### Port wiring

Scale: 2 px per um.
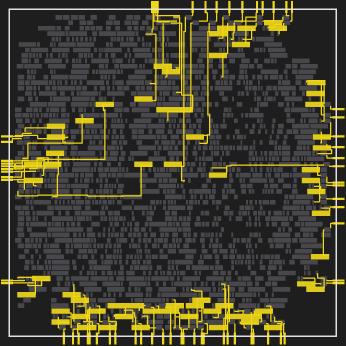
### Sequential cells coloured by netlist name

Scale: 1.5 px per um.
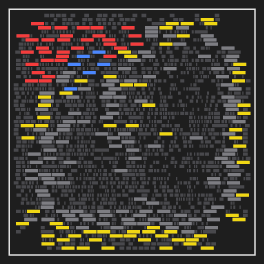
`config.mk`:
```
export PLATFORM = sky130hd
export DESIGN_NAME = gf_serial_mult_flat
export DESIGN_NICKNAME = d
export VERILOG_FILES = /design/src/rtl/gf_mult_pkg.sv /design/src/rtl/gf_serial_mult_if.sv /design/src/rtl/gf_pp_acc.sv /design/src/rtl/gf_serial_mult.sv /design/src/flat_wrapper.sv
export SDC_FILE = /design/constraint.sdc
export NUM_CORES = 1
export LEC_CHECK = 0
export CORE_MARGIN = 2
export CORE_UTILIZATION = 55
export DETAILED_ROUTE_END_ITERATION = 8
export PLACE_DENSITY = 0.77
export SYNTH_ARGS = -nofsm -noshare
export SYNTH_HDL_FRONTEND = slang
export SYNTH_SLANG_ARGS = --single-unit
```
`constraint.sdc`:
```
create_clock -name clk -period 11.8 [get_ports clk]
set_input_delay 2.36 -clock clk [delete_from_list [all_inputs] [get_ports clk]]
set_output_delay 2.36 -clock clk [all_outputs]
set_load 0.005 [all_outputs]
```
`src/rtl/gf_mult_pkg.sv`:
```
// Shared types and constants for the bit-serial GF(2)[x] / integer multiplier.
package gf_mult_pkg;

    typedef enum logic [1:0] {
        GF_IDLE   = 2'd0,
        GF_MUL    = 2'd1,
        GF_REDUCE = 2'd2,
        GF_DONE   = 2'd3
    } gf_mult_state_t;

    localparam logic [31:0] GF_POLY_DEFAULT = 32'h0000_008D;

    // Ceiling log2, usable in constant expressions for counter sizing.
    function automatic int gf_clog2(input int value);
        int result;
        result = 0;
        for (int k = 0; k < 31; k++) begin
            if ((1 << k) < value) begin
                result = k + 1;
            end
        end
        return result;
    endfunction

endpackage

```
`src/rtl/gf_serial_mult_if.sv`:
```
// Operand/result handshake bundle for gf_serial_mult; slave is the multiplier side.
interface gf_serial_mult_if #(
    parameter int WIDTH = 32
) ();

    logic                 in_valid;
    logic                 in_ready;
    logic [WIDTH-1:0]     a;
    logic [WIDTH-1:0]     b;
    logic                 carry_option;
    logic                 out_valid;
    logic                 out_ready;
    logic [2*WIDTH-1:0]   product;

    modport master (
        output in_valid, a, b, carry_option, out_ready,
        input  in_ready, out_valid, product
    );

    modport slave (
        input  in_valid, a, b, carry_option, out_ready,
        output in_ready, out_valid, product
    );

endinterface

```
`src/rtl/gf_pp_acc.sv`:
```
// Partial-product combiner: integer add when carry_option=1, carry-less XOR otherwise.
module gf_pp_acc #(
    parameter int W2 = 64
) (
    input  logic [W2-1:0] acc,
    input  logic [W2-1:0] pp,
    input  logic          carry_option,
    output logic [W2-1:0] acc_next
);

    assign acc_next = carry_option ? (acc + pp) : (acc ^ pp);

endmodule

```
`src/rtl/gf_serial_mult.sv`:
```
// Bit-serial integer / carry-less multiplier behind a valid/ready handshake.
// Define GF_SERIAL_MULT_REDUCE_EN to reduce carry-less results modulo x^WIDTH + POLY.
module gf_serial_mult
    import gf_mult_pkg::*;
#(
    parameter int               WIDTH = 32,
    parameter logic [WIDTH-1:0] POLY  = WIDTH'(GF_POLY_DEFAULT)
) (
    input  logic            clk,
    input  logic            rst,
    gf_serial_mult_if.slave bus
);

    localparam int W2 = 2 * WIDTH;
    localparam int CW = gf_clog2(W2);

    localparam logic [1:0] S_IDLE   = 2'(GF_IDLE);
    localparam logic [1:0] S_MUL    = 2'(GF_MUL);
    localparam logic [1:0] S_DONE   = 2'(GF_DONE);
`ifdef GF_SERIAL_MULT_REDUCE_EN
    localparam logic [1:0] S_REDUCE = 2'(GF_REDUCE);
    localparam logic [W2-1:0] POLY_FULL = {{(WIDTH-1){1'b0}}, 1'b1, POLY};
`endif

    logic [1:0]       state_reg;
    logic [W2-1:0]    acc_reg;
    logic [W2-1:0]    a_shift_reg;
    logic [WIDTH-1:0] b_shift_reg;
    logic             mode_reg;
    logic [CW-1:0]    cnt_reg;
    logic [W2-1:0]    product_reg;
`ifdef GF_SERIAL_MULT_REDUCE_EN
    logic [W2-1:0]    poly_shift_reg;
`endif

    logic [W2-1:0]    pp_next;
    logic             pp_mode_next;
    logic [W2-1:0]    acc_next;

    // Operands are pre-shifted in registers so each step only needs the LSB of b.
    always_comb begin
        pp_next      = '0;
        pp_mode_next = mode_reg;
        if (state_reg == S_MUL && b_shift_reg[0]) begin
            pp_next = a_shift_reg;
        end
`ifdef GF_SERIAL_MULT_REDUCE_EN
        if (state_reg == S_REDUCE) begin
            pp_mode_next = 1'b0;
            if (acc_reg[cnt_reg]) begin
                pp_next = poly_shift_reg;
            end
        end
`endif
    end

    gf_pp_acc #(.W2(W2)) u_pp_acc (
        .acc          (acc_reg),
        .pp           (pp_next),
        .carry_option (pp_mode_next),
        .acc_next     (acc_next)
    );

    always_ff @(posedge clk or posedge rst) begin
        if (rst) begin
            state_reg      <= S_IDLE;
            acc_reg        <= '0;
            a_shift_reg    <= '0;
            b_shift_reg    <= '0;
            mode_reg       <= 1'b0;
            cnt_reg        <= '0;
            product_reg    <= '0;
`ifdef GF_SERIAL_MULT_REDUCE_EN
            poly_shift_reg <= '0;
`endif
        end else begin
            case (state_reg)
                S_IDLE: begin
                    if (bus.in_valid) begin
                        a_shift_reg <= {{WIDTH{1'b0}}, bus.a};
                        b_shift_reg <= bus.b;
                        mode_reg    <= bus.carry_option;
                        acc_reg     <= '0;
                        cnt_reg     <= '0;
                        state_reg   <= S_MUL;
                    end
                end
                S_MUL: begin
                    acc_reg     <= acc_next;
                    a_shift_reg <= a_shift_reg << 1;
                    b_shift_reg <= b_shift_reg >> 1;
                    cnt_reg     <= cnt_reg + CW'(1);
                    if (cnt_reg == CW'(WIDTH - 1)) begin
`ifdef GF_SERIAL_MULT_REDUCE_EN
                        if (!mode_reg) begin
                            // Reduction scans acc bits 2W-2 down to W, polynomial aligned to the top one.
                            state_reg      <= S_REDUCE;
                            cnt_reg        <= CW'(W2 - 2);
                            poly_shift_reg <= POLY_FULL << (WIDTH - 2);
                        end else
`endif
                        begin
                            state_reg   <= S_DONE;
                            product_reg <= acc_next;
                        end
                    end
                end
`ifdef GF_SERIAL_MULT_REDUCE_EN
                S_REDUCE: begin
                    acc_reg        <= acc_next;
                    poly_shift_reg <= poly_shift_reg >> 1;
                    cnt_reg        <= cnt_reg - CW'(1);
                    if (cnt_reg == CW'(WIDTH)) begin
                        state_reg   <= S_DONE;
                        product_reg <= acc_next;
                    end
                end
`endif
                S_DONE: begin
                    if (bus.out_ready) begin
                        state_reg <= S_IDLE;
                    end
                end
                default: state_reg <= S_IDLE;
            endcase
        end
    end

    assign bus.in_ready  = (state_reg == S_IDLE);
    assign bus.out_valid = (state_reg == S_DONE);
    assign bus.product   = product_reg;

endmodule

```
`src/flat_wrapper.sv`:
```
// flat-port wrapper written by rule: the top's interface ports become plain ports
module gf_serial_mult_flat import gf_mult_pkg::*;
#(
    parameter int               WIDTH = 32,
    parameter logic [WIDTH-1:0] POLY  = WIDTH'(GF_POLY_DEFAULT)
)
  (clk, rst, bus_in_valid, bus_a, bus_b, bus_carry_option, bus_out_ready, bus_in_ready, bus_out_valid, bus_product);
  gf_serial_mult_if #(.WIDTH(WIDTH)) bus_i ();
  input  logic clk;
  input  logic rst;
  input wire logic [$bits(bus_i.in_valid)-1:0] bus_in_valid;
  input wire logic [$bits(bus_i.a)-1:0] bus_a;
  input wire logic [$bits(bus_i.b)-1:0] bus_b;
  input wire logic [$bits(bus_i.carry_option)-1:0] bus_carry_option;
  input wire logic [$bits(bus_i.out_ready)-1:0] bus_out_ready;
  output wire logic [$bits(bus_i.in_ready)-1:0] bus_in_ready;
  output wire logic [$bits(bus_i.out_valid)-1:0] bus_out_valid;
  output wire logic [$bits(bus_i.product)-1:0] bus_product;
  assign bus_i.in_valid = bus_in_valid;
  assign bus_i.a = bus_a;
  assign bus_i.b = bus_b;
  assign bus_i.carry_option = bus_carry_option;
  assign bus_i.out_ready = bus_out_ready;
  assign bus_in_ready = bus_i.in_ready;
  assign bus_out_valid = bus_i.out_valid;
  assign bus_product = bus_i.product;
  gf_serial_mult #(.WIDTH(WIDTH), .POLY(POLY)) u_core (.clk(clk), .rst(rst), .bus(bus_i));
endmodule
```
==> impl_results.rst <==
Flow metrics
------------

.. list-table::
   :header-rows: 1

   * - Metric
     - Value
   * - Syn Nets
     - 1756
   * - Critical path data arrival time
     - 5.56 ns
   * - Worst-Margin Slew
     - 1.178 ns
   * - Worst stage delay on the critical path
     - 0.75 ns
   * - Number of cells in Yosys stat
     - 1622
   * - Leak
     - 6.922 nW
   * - Max Root-Sink Buffers
     - 3
   * - Total of warnings raised by yosys
     - 0
   * - Cell area after synthesis
     - 13870 sq um
   * - Worst hold-check path type
     - reg2reg
   * - Number of OpenROAD warnings
     - 28
   * - Launching point of the worst reg2reg path
     - u_core.state_reg[0]
   * - Count of endpoints failing setup in the final report
     - 0
   * - Total power of the final layout
     - ~0.0037 W
   * - Remaining design rule violation count
     - 0
   * - Power Internal
     - roughly 0.0022 W
   * - Worst path required time
     - ~12 ns
   * - Top achievable clock speed
     - about 190 MHz
   * - Cell Pwr Density
     - 230.4 nW/um^2
   * - Flip-flops with a built-in enable
     - 0
   * - Area reported by Yosys stat
     - 13870 sq um
   * - Run status
     - finished, final reports clean
   * - Unrepaired setup endpoints after global routing
     - no
   * - FP Core Util
     - a little under three fifths
   * - Most numerous logic cells after layout
     - sky130_fd_sc_hd__nand2_1 (279), sky130_fd_sc_hd__o21ai_0 (248), sky130_fd_sc_hd__dfrtp_1 (232)
   * - Start point of the critical path
     - u_core.state_reg[0]
   * - Power share of the sequential group
     - 36.5%
   * - Clk sinks
     - 233
   * - Iteration tally of the first detailed-router pass
     - 6
   * - Hold bufs inserted after CTS
     - 0
   * - Main area contributors
     - sky130_fd_sc_hd__dfrtp_1 (42%), sky130_fd_sc_hd__o21ai_0 (8.9%), sky130_fd_sc_hd__nand2_1 (7.6%)
   * - Main synth FF type
     - sky130_fd_sc_hd__dfrtp_1
   * - Number of antenna-violating nets in the routed design
     - 0
   * - Distinct lib cells used
     - 69
Notes on 'Port wiring' above:
| port | colour | bits | direction | end cells | buffers | wire |
|---|---|---|---|---|---|---|
| bus_product | yellow | 64 | output | 64 | 64 | 1950 um |
I/O pin count: 135
input/output buffers: 134

Notes on 'Sequential cells coloured by netlist name' above:
| signal | colour | flops |
|---|---|---|
| u_core.bus.product | yellow | 64 |
| u_core.cnt_reg | blue | 6 |
| u_core.b_shift_reg | red | 32 |
power in sequential cells: 0.00136 W
share of the core filled with cells in the final layout: 64.82%
proportion of cell area occupied by registers: 36.06%
area occupied by registers: 5834 sq um

[logic make-up (layout without fill, tap and decap cells)]
family          count (synthesis)  in the layout  share of synthesized area, %
simple gates                  553            553                         19.10
buf+inv                       140            216                         3.825
flops                         233            233                         42.04
compound gates                550            550                         23.82
mux                            16             16                         1.191
xor+xnor                       65             65                         4.105
fa+ha+maj                      65             65                         5.918
[power groups by stage]
stage	registers, W	clock network [W]	logic (W)
finish	0.00136	0.000821	0.00154
floorplan	0.00129	0	0.00107
global route	0.00140	0.000868	0.00173
global placement	0.00136	0	0.00149
detailed placement	0.00136	0	0.00153
CTS	0.00136	0.000833	0.00154
[layer usage]
layer	global-route usage, %	wire length [um]
met1	39.83	16530
met5	0	0
met3	3.998	2135
met2	45.03	17130
met4	8.166	924
[metrics by stage]
stage | cells | instance area, sq um
floorplan | 1622 | 13870
global placement | 1984 | 15320
detailed placement | 1984 | 15320
CTS | 2028 | 16180
global route | 2028 | 16180
finish | 2028 | 16180
[area by class of cell]
type | instances | area (sq um)
repair buffers | 146 | 1431
well taps | 330 | 412.9
flip-flops and latches | 233 | 5834
fillers | 2178 | 8782
inverters | 26 | 105.1
clock buffers | 35 | 733.2
multi-input cells | 1249 | 7533
clock inverters | 9 | 131.4
[worst min path at each step]
stage                             endpoint  slack (ns)  cells after the start
finish              u_core.bus.product[38]        0.48                      2
global route        u_core.b_shift_reg[13]        0.50                      2
CTS                 u_core.bus.product[28]        0.48                      2
detailed placement  u_core.bus.product[38]        0.47                      2
global placement    u_core.bus.product[39]        0.46                      2
floorplan           u_core.b_shift_reg[10]        0.45                      2
No activity file was given, so power comes from the tool's default toggle rates.
